==> run_1/placement_by_type.png <==
(3 px per um)
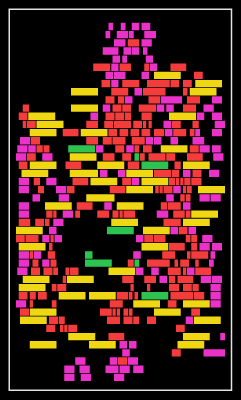
==> run_1/wires.png <==
(4 px per um) Only two layers are drawn.
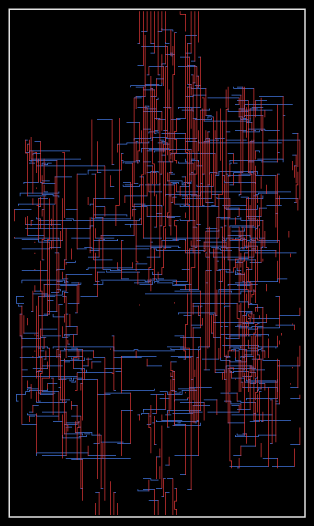
==> run_1/layer_met3.png <==
(4 px per um)
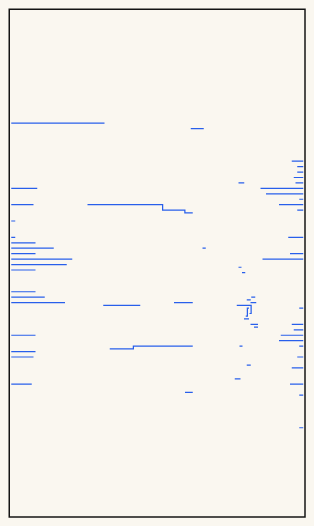
===== src/rtl/syn_pipe_ctrl.sv =====
// Pipeline hazard controller for a 5-stage in-order core.
// Tracks producers in EX and DM to drive operand forwarding, detects
// load-use hazards, converts taken branches into flushes, and sequences
// a syscall halt through a fixed-length drain into a sticky halted state.
//
// state     | meaning
// ----------+-----------------------------------------------------------
// ST_RUN    | normal issue; hazards resolved by forwarding or stalls
// ST_DRAIN  | halt requested; no new issue while older work retires
// ST_HALTED | pipeline empty; sticky until reset

module syn_pipe_ctrl #(
    parameter int CNT_W     = 16,
    parameter int DRAIN_CYC = 2
) (
    input  logic             clk,
    input  logic             rst_n,
    input  logic             en,
    input  logic [4:0]       id_req_a,
    input  logic             id_use_a,
    input  logic [4:0]       id_req_b,
    input  logic             id_use_b,
    input  logic [4:0]       id_req_w,
    input  logic             id_w_en,
    input  logic             id_is_load,
    input  logic             ex_load_pc,
    input  logic             ex_halt,
    output logic             stall,
    output logic             bubble,
    output logic             flush,
    output logic [1:0]       fwd_a,
    output logic [1:0]       fwd_b,
    output logic             halted,
    output logic [CNT_W-1:0] stall_cnt,
    output logic [CNT_W-1:0] flush_cnt
);

    localparam int DRN_W = (DRAIN_CYC < 1) ? 1 : $clog2(DRAIN_CYC + 1);
    localparam logic [DRN_W-1:0] DRAIN_LOAD = DRN_W'(DRAIN_CYC);

    localparam logic [1:0] ST_RUN    = 2'd0;
    localparam logic [1:0] ST_DRAIN  = 2'd1;
    localparam logic [1:0] ST_HALTED = 2'd2;

    logic             ex_v_q,   ex_v_d;
    logic [4:0]       ex_reg_q, ex_reg_d;
    logic             ex_ld_q,  ex_ld_d;
    logic             dm_v_q,   dm_v_d;
    logic [4:0]       dm_reg_q, dm_reg_d;
    logic [1:0]       state_q,  state_d;
    logic [DRN_W-1:0] drain_q,  drain_d;
    logic [CNT_W-1:0] stall_cnt_q, stall_cnt_d;
    logic [CNT_W-1:0] flush_cnt_q, flush_cnt_d;

    logic hit_ex_a, hit_ex_b, hit_dm_a, hit_dm_b;
    logic load_use;
    logic in_run;

    // Source matching against the scoreboard; register 0 and unused operands never match
    always_comb begin
        hit_ex_a = id_use_a && (id_req_a != 5'd0) && ex_v_q && (ex_reg_q == id_req_a);
        hit_ex_b = id_use_b && (id_req_b != 5'd0) && ex_v_q && (ex_reg_q == id_req_b);
        hit_dm_a = id_use_a && (id_req_a != 5'd0) && dm_v_q && (dm_reg_q == id_req_a);
        hit_dm_b = id_use_b && (id_req_b != 5'd0) && dm_v_q && (dm_reg_q == id_req_b);
        load_use = ex_ld_q && (hit_ex_a || hit_ex_b);
        in_run   = (state_q == ST_RUN);
    end

    // Hazard outputs; the drain and halted states hold issue regardless of hazards
    always_comb begin
        flush  = (state_q != ST_HALTED) && ex_load_pc;
        stall  = in_run ? (load_use && !flush) : 1'b1;
        bubble = stall;
        halted = (state_q == ST_HALTED);

        fwd_a = 2'd0;
        if (hit_ex_a && !ex_ld_q) begin
            fwd_a = 2'd1;
        end else if (hit_dm_a) begin
            fwd_a = 2'd2;
        end

        fwd_b = 2'd0;
        if (hit_ex_b && !ex_ld_q) begin
            fwd_b = 2'd1;
        end else if (hit_dm_b) begin
            fwd_b = 2'd2;
        end

        stall_cnt = stall_cnt_q;
        flush_cnt = flush_cnt_q;
    end

    // Next-state for scoreboard, halt sequencer and saturating event counters
    always_comb begin
        ex_v_d      = ex_v_q;
        ex_reg_d    = ex_reg_q;
        ex_ld_d     = ex_ld_q;
        dm_v_d      = dm_v_q;
        dm_reg_d    = dm_reg_q;
        state_d     = state_q;
        drain_d     = drain_q;
        stall_cnt_d = stall_cnt_q;
        flush_cnt_d = flush_cnt_q;

        if (en) begin
            dm_v_d   = ex_v_q;
            dm_reg_d = ex_reg_q;

            if (in_run && !stall && !flush) begin
                ex_v_d   = id_w_en && (id_req_w != 5'd0);
                ex_reg_d = id_req_w;
                ex_ld_d  = id_is_load;
            end else begin
                ex_v_d = 1'b0;
            end

            if (in_run && stall && (stall_cnt_q != {CNT_W{1'b1}})) begin
                stall_cnt_d = stall_cnt_q + CNT_W'(1);
            end
            if (flush && (flush_cnt_q != {CNT_W{1'b1}})) begin
                flush_cnt_d = flush_cnt_q + CNT_W'(1);
            end

            case (state_q)
                ST_RUN: begin
                    if (ex_halt) begin
                        state_d = ST_DRAIN;
                        drain_d = DRAIN_LOAD;
                    end
                end
                ST_DRAIN: begin
                    // A count of 1 (or a zero-length drain) finishes on this edge
                    if (drain_q <= DRN_W'(1)) begin
                        state_d = ST_HALTED;
                        drain_d = '0;
                    end else begin
                        drain_d = drain_q - DRN_W'(1);
                    end
                end
                ST_HALTED: begin
                    state_d = ST_HALTED;
                end
                default: begin
                    state_d = ST_RUN;
                    drain_d = '0;
                end
            endcase
        end
    end

    // State registers with asynchronous active-low reset
    always_ff @(posedge clk or negedge rst_n) begin
        if (!rst_n) begin
            ex_v_q      <= 1'b0;
            ex_reg_q    <= 5'd0;
            ex_ld_q     <= 1'b0;
            dm_v_q      <= 1'b0;
            dm_reg_q    <= 5'd0;
            state_q     <= ST_RUN;
            drain_q     <= '0;
            stall_cnt_q <= '0;
            flush_cnt_q <= '0;
        end else begin
            ex_v_q      <= ex_v_d;
            ex_reg_q    <= ex_reg_d;
            ex_ld_q     <= ex_ld_d;
            dm_v_q      <= dm_v_d;
            dm_reg_q    <= dm_reg_d;
            state_q     <= state_d;
            drain_q     <= drain_d;
            stall_cnt_q <= stall_cnt_d;
            flush_cnt_q <= flush_cnt_d;
        end
    end

endmodule


===== config.mk =====
export PLATFORM = sky130hd
export DESIGN_NAME = syn_pipe_ctrl
export DESIGN_NICKNAME = d
export VERILOG_FILES = /design/src/rtl/syn_pipe_ctrl.sv
export SDC_FILE = /design/constraint.sdc
export NUM_CORES = 1
export LEC_CHECK = 0
export CORE_ASPECT_RATIO = 1.75
export CORE_MARGIN = 1.5
export CORE_UTILIZATION = 30
export CTS_BUF_LIST = sky130_fd_sc_hd__clkbuf_4 sky130_fd_sc_hd__clkbuf_8 sky130_fd_sc_hd__clkbuf_16
export DETAILED_ROUTE_END_ITERATION = 10
export GPL_ROUTABILITY_DRIVEN = 0
export SYNTH_ARGS = -nofsm -noshare
export SYNTH_HDL_FRONTEND = slang
export SYNTH_SLANG_ARGS = --single-unit

===== constraint.sdc =====
create_clock -name clk -period 2.2 [get_ports clk]
set_clock_uncertainty 0.1 [all_clocks]
set_input_delay 0.44 -clock clk [delete_from_list [all_inputs] [get_ports clk]]
set_output_delay 0.44 -clock clk [all_outputs]
set_load 0.005 [all_outputs]

==> summary.txt, run 1 <==
Implementation status.

- The flow ran to the end, but the final reports show violations.
- The later pin in the worst-skew pair is clocked with a latency of between 200 and 300 ps.
- After global routing the overflow that remains totals 0.
- The number of buffers created by CTS is 5.
- The via count of the first global-routing pass is 2361.
- In this run the critical path is formed by dlygate4sd2_1 -> xnor2_1 -> nand2_1 -> nor3_4 -> nor2_4 -> o31ai_4 -> buf_2.
- The die area is 0.00931 mm2.
- The maximum clock path buffer count is 2.
- The overall power consumption is 3360 uW.
- The transition time recorded at the tightest slew-check pin is 367 ps.
- The count of buffers inserted at the top-level ports is approximately 63.
- The path depth of the worst reg2reg path is 8.
- The fraction of registers with async set/reset is 100%.
- Across all setup checks in the final design, the least slack found is -93.5 ps.
- The relative max-transition margin is 75.5%.
- The initial antenna violation count is 0.
- The worst setup timing slack at the placement stage is -793 ps.
- The kind of cell adding the most delay to the critical path is buffers and inverters.
- The number of H-tree levels is 2.
- The share of synthesized cell area in full adder, half adder and majority cells is 2.39%.
- The synthesis report lists the most area-consuming cells as sky130_fd_sc_hd__dfrtp_1 47%, sky130_fd_sc_hd__xor2_1 8.0%, sky130_fd_sc_hd__xnor2_1 7.7%, sky130_fd_sc_hd__mux2_2 4.3%, sky130_fd_sc_hd__nand4_1 3.3%.
- The static leakage is 0.00185 uW.
- The yosys synthesis chip area is 0.00262 mm2.
- The number of hold violations in the final report is 0.
- In this run the count of I/O pins placed on the die edge is about 64.
- The power density of the placed cells is between 800 and 900 mW/mm2.
- The reported max-cap violation count is 0.
- The worst-path cell with the longest stage delay is sky130_fd_sc_hd__dlygate4sd2_1.
- The tree is rooted in a sky130_fd_sc_hd__clkbuf_16.
- Ranked by instance count, the synthesized netlist is headed by 49 x sky130_fd_sc_hd__dfrtp_1, 24 x sky130_fd_sc_hd__xor2_1, 23 x sky130_fd_sc_hd__xnor2_1.
- Among all cell types in the netlist, the one instantiated most often is sky130_fd_sc_hd__dfrtp_1.
- At floorplan, the net count of the design was reported as 264.
- The capture point of the worst path is stall.
- After the flow finishes, the layout carries non-filler instances totaling 472.
- The die is 73.6 um wide.
- The worst hold margin is 35.0 ps.
- For the final routed database, the setup TNS stands at -861 ps.
- The first global-routing pass estimated 11.0 mm of wire.
- STA classifies the critical path startpoint as an input pin.
- The number of remaining DRC errors is 0.
- For this block, wires on met1 add up to 2.42 mm.
- Per the synthesis report, the XOR/XNOR share of the synthesized area is 15.7%.
- Detailed placement finished with a half-perimeter wire length of 5.09 mm.
- Setup repair after global routing could not meet its margin everywhere.
- The met1 demand-to-capacity share in global routing is between 10% and 20%.
- The period utilization is 104%.
- The average cell area after synthesis is 11.1 um2.
- The most common logic cells in the final layout are 52 x sky130_fd_sc_hd__buf_4, 47 x sky130_fd_sc_hd__dfrtp_1, 45 x sky130_fd_sc_hd__clkdlybuf4s50_1.
- The synthesis report names the predominant flop master as sky130_fd_sc_hd__dfrtp_1.
- STA lists the maximum fanout along the critical path as 3.
- The number of standard cells after synthesis is 235.
- The amount of wire on met2 after detailed routing is 3.96 mm.
- The cell type with the highest aggregate area in the netlist is sky130_fd_sc_hd__dfrtp_1.
- The main kind of combinational logic by area is simple AND/OR/NAND/NOR gates.
- The final reports fail on setup timing.
- The met2 usage is between 20 and 30%.
- The post-synthesis to final-layout area growth is 58.6%.
- The post-synthesis register bit count is 49.
- The number of clock sinks seen by CTS is 49.
- The cell total in the yosys stat output is 235.
- The detailed placer reported the number of placed instances as 454.
- Per the detail_route report, vias per standard cell equal 4.84.
- The synthesis log from Yosys contains 0 warnings.
- Clock-pin slew was measured on the worst setup and hold paths at 60 ps.
- The iteration count recorded for the first detailed-route pass is 4.
- After Yosys synthesis, and, or, nand and nor cells account for between 20% and 30% of the synthesized area.
- The worst setup path is of the in2out kind.
- The register area share after synthesis is ~47%.
- The final layout net count is 385.
- Per the detail_route log, met3 wirelength is 302 um.
- For this configuration, the core starts out at a cell density of 31.3%.
- The critical path depth in cells is 7.
- The height of the die is 127 um.
- In the final report, the number of endpoints failing setup comes to 12.
- Across the VDD grid, the largest voltage drop is 0.501 mV.
- The source of the worst register-to-register timing path is ex_reg_q[2].
-- placement_by_type.png (at the start) --
Key: yellow = sequential cells [cells 49]; magenta = remaining buffers and delay cells [cells 119]; green = clock drivers and dummy loads [cells 8]; red = combinational and other logic [cells 181]
post-layout instance area: 0.00415 mm2
core utilization of the finished layout: 49.6%
core area: 0.00837 mm2
number of rows created at floorplan: 44

-- wires.png (at the start) --
Key: red = metal 2 [wire length 3960 um]; blue = metal 1 [wire length 2420 um]
mean routed wirelength per cell: 14.6 um
total wire length after detailed routing: 6.88 mm
GRT Util Overall: 15.2%

-- layer_met3.png (at the start) --
The wires run mostly horizontal. 51 nets have wire on it. The longest straight run is 23.0 um.
M3 GR Usage: 3.65%
vias after detailed routing: 2286

==> run 1: what timing repair did <==
action | CTS | global route
setup endpoints to repair | 30 | 27
buffers inserted | 6 | 5
resized | 72 | 34
pin swaps | 15 | 19
==> run 1: layout make-up <==
type / instances / area [um2]
clock inverter: 2 / 10.0
timing repair buffer: 119 / 1040
inverter: 5 / 18.8
multi-input combinational: 176 / 1570
tap: 115 / 144
fill: 782 / 4220
clock buffer: 6 / 133
sequential: 49 / 1230
==> run 1: where the power goes <==
group	internal (uW)	switching (uW)	leakage (uW)	total, uW
sequential	1100	240	0.000646	1340
clock	430	320	0.0000740	751
combinational	775	493	0.00113	1270
total	2300	1050	0.00185	3360
==> run_1/flops_by_reg.png <==
(6 px per um)
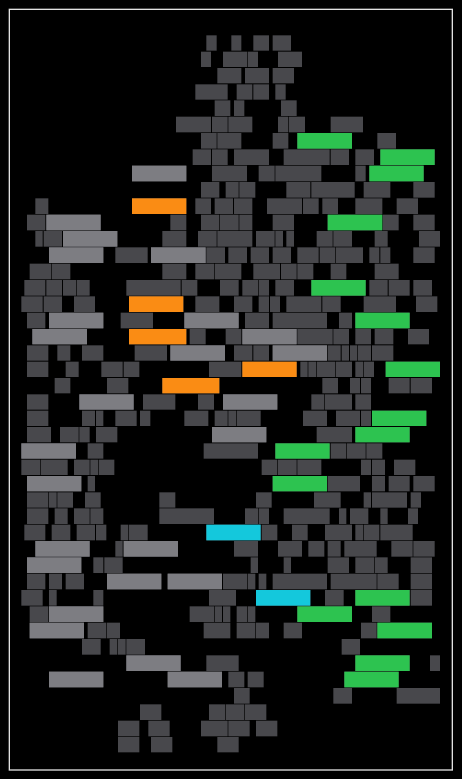

==> run 1 -> run 2 <==
--- a/config.mk
+++ b/config.mk
@@ -7,10 +7,11 @@
 export LEC_CHECK = 0
 export CORE_ASPECT_RATIO = 1.75
 export CORE_MARGIN = 1.5
-export CORE_UTILIZATION = 30
+export CORE_UTILIZATION = 45
 export CTS_BUF_LIST = sky130_fd_sc_hd__clkbuf_4 sky130_fd_sc_hd__clkbuf_8 sky130_fd_sc_hd__clkbuf_16
 export DETAILED_ROUTE_END_ITERATION = 10
 export GPL_ROUTABILITY_DRIVEN = 0
+export PLACE_DENSITY = 0.77
 export SYNTH_ARGS = -nofsm -noshare
 export SYNTH_HDL_FRONTEND = slang
 export SYNTH_SLANG_ARGS = --single-unit
==> constraint.sdc (replaced) <==
create_clock -name clk -period 2.2 [get_ports clk]
set_clock_uncertainty 0.1 [all_clocks]
set_input_delay 0.44 -clock clk [delete_from_list [all_inputs] [get_ports clk]]
set_output_delay 0.44 -clock clk [all_outputs]
set_load 0.02 [all_outputs]
==> run_2/flops_by_reg.png <==
(8 px per um)
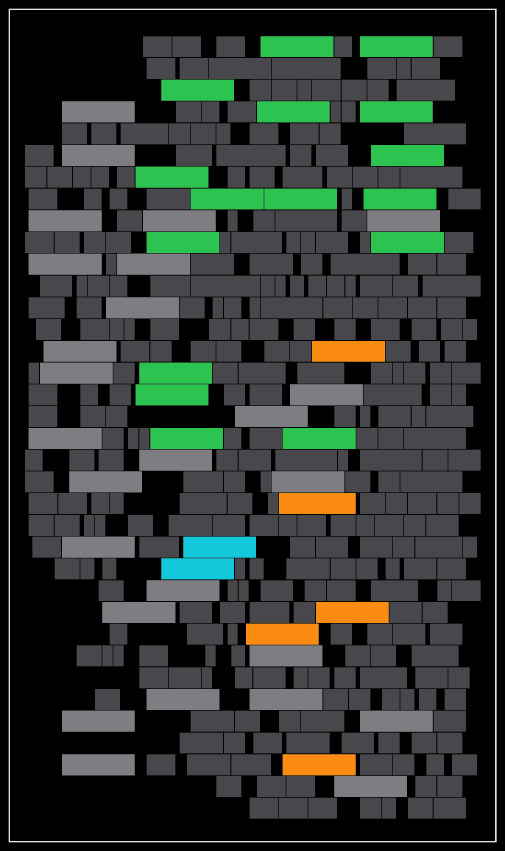
Key: cyan = `drain_q` [placed flops 2]; green = `stall_cnt` [placed flops 16]; orange = `ex_reg_q` [placed flops 5]
Sequential cell area: 0.00123 mm2
fraction of area in registers: 29.4%

==> run 2 against run 1 <==
Fmax decreased by 9.0%. Flip-flop count unchanged. Routed wire length increased by 12%. The run ends with hold timing, setup timing left. Non-clock buffer count unchanged.
==> summary.txt, run 2 <==
Implementation status.

- The flow ran to the end, but the final reports show violations.
- The checks that failed: hold timing, setup timing.
- The number of standard cells after synthesis is 235 (unchanged).
- The number of H-tree levels was 2 (unchanged).
- After synthesis, the most frequently instantiated cells are 49 x sky130_fd_sc_hd__dfrtp_1, 24 x sky130_fd_sc_hd__xor2_1, 23 x sky130_fd_sc_hd__xnor2_1.
- The maximum clock path buffer count is 2 (unchanged).
- The routed via count was 2326 (+1.7%).
- The worst hold margin is -12.6 ps (-47.6 ps).
- The height of the die is 104 um (-18%).
- The largest fanout of any net on the critical path was 3 (unchanged).
- The cell type with the highest aggregate area in the netlist is sky130_fd_sc_hd__dfrtp_1.
- The post-cts gate resize count is 82 (+14%).
- The die area is 0.00630 mm2 (-32%).
- The placed cell count was 413 (-9.0%).
- The power attributed to combinational cells is 1500 uW (+18%).
- The timing report shows that the slowest cell on the worst path is sky130_fd_sc_hd__dfrtp_1.
- The cell area after layout is 0.00417 mm2 (+0.60%).
- The count of boundary I/O pins is 64 (unchanged).
- The fraction of registers with async set/reset is 100% (unchanged).
- The global-route met3 utilization was 3.61% (-0.047 points).
- The share of power burned in combinational logic is 44.5% (+6.7 points).
- The fraction of power spent switching nets is 35.9% (+4.5 points).
- The critical path depth in cells is 6 (-1).
- The number of remaining DRC errors is 0 (unchanged).
- The final number of setup-violating endpoints was 27 (+15).
- The relative contribution of sequential cells to total power came to 39.2% (-0.7 points).
- The wire length on met1 came to 2.98 mm (+23%).
- The slew of the pin with the lowest slew margin is 361 ps (-6.00 ps).
- The worst setup path category is reg2out.
- The final routed wirelength across all metal layers came to 7.70 mm (+12%).
- The yosys synthesis chip area is 0.00262 mm2 (unchanged).
- The path depth of the worst reg2reg path came to 8 (unchanged).
- The post-route worst setup slack is -319 ps (-226 ps).
- The period utilization was 115% (+10 points).
- The wire length of the first global-routing pass is 10.9 mm (-0.75%).
- The static leakage is 0.00195 uW (+5.4%).
- The critical path launch point type is a flop.
- The count of buffers inserted at the top-level ports is 63 (unchanged).
- The cell total in the yosys stat output is 235 (unchanged).
- The relative max-transition margin is 75.9% (+0.40 points).
- The overall power consumption is 3380 uW (+0.74%).
- The number of hold violations in the final report is 9 (+9).
- Following the worst setup path forward leads to its endpoint at bubble.
- The final-layout setup total negative slack came to -3850 ps (-2990 ps).
- The yosys synthesis warning count is 0 (unchanged).
- The clock network fraction of design power is 16.3% (-6.1 points).
- The clock network power was 552 uW (-26%).
- The detail-routed via count per cell is 5.37 (+11%).
- The main area contributors are sky130_fd_sc_hd__dfrtp_1 47%, sky130_fd_sc_hd__xor2_1 8.0%, sky130_fd_sc_hd__xnor2_1 7.7%, sky130_fd_sc_hd__mux2_2 4.3%, sky130_fd_sc_hd__nand4_1 3.3%.
- The residual overflow from global routing is 0 (unchanged).
- By instance count, the leading cell after synthesis is sky130_fd_sc_hd__dfrtp_1.
- The source of the worst register-to-register timing path is ex_reg_q[3].
- The clock-pin slew reported for the worst setup and hold paths after clock tree synthesis is 100 ps (+40 ps).
- The initial cell density of the core was 46.8% (+16 points).
- The tally of non-filler cells in the final layout was 433 (-8.3%).
run 2: cell counts after synthesis:
Identical to the previous run, type by type.
run 2: logic make-up (layout without fill, tap and decap cells):
| kind of cell | after synthesis | count (layout) | share of synthesized area, % |
|---|---|---|---|
| compound gates | 14 | 14 | 4.26 |
| fa+ha+maj | 5 | 5 | 2.39 |
| xor+xnor | 47 | 47 | 15.7 |
| flops | 49 | 49 | 46.9 |
| buf+inv | 10 | 132 | 1.87 |
| mux | 18 | 18 | 8.46 |
| simple gates | 92 | 92 | 20.4 |
run 2: cell type report:
cell class	count	area [um2]
inverter	5	18.8
multi-input combinational	176	1660
fill	401	1410
sequential	49	1230
tap	76	95.1
clock buffer	6	76.3
clock inverter	2	13.8
timing repair buffer	119	1080
Power figures rest on the tool's default switching activity, not on a simulated workload.
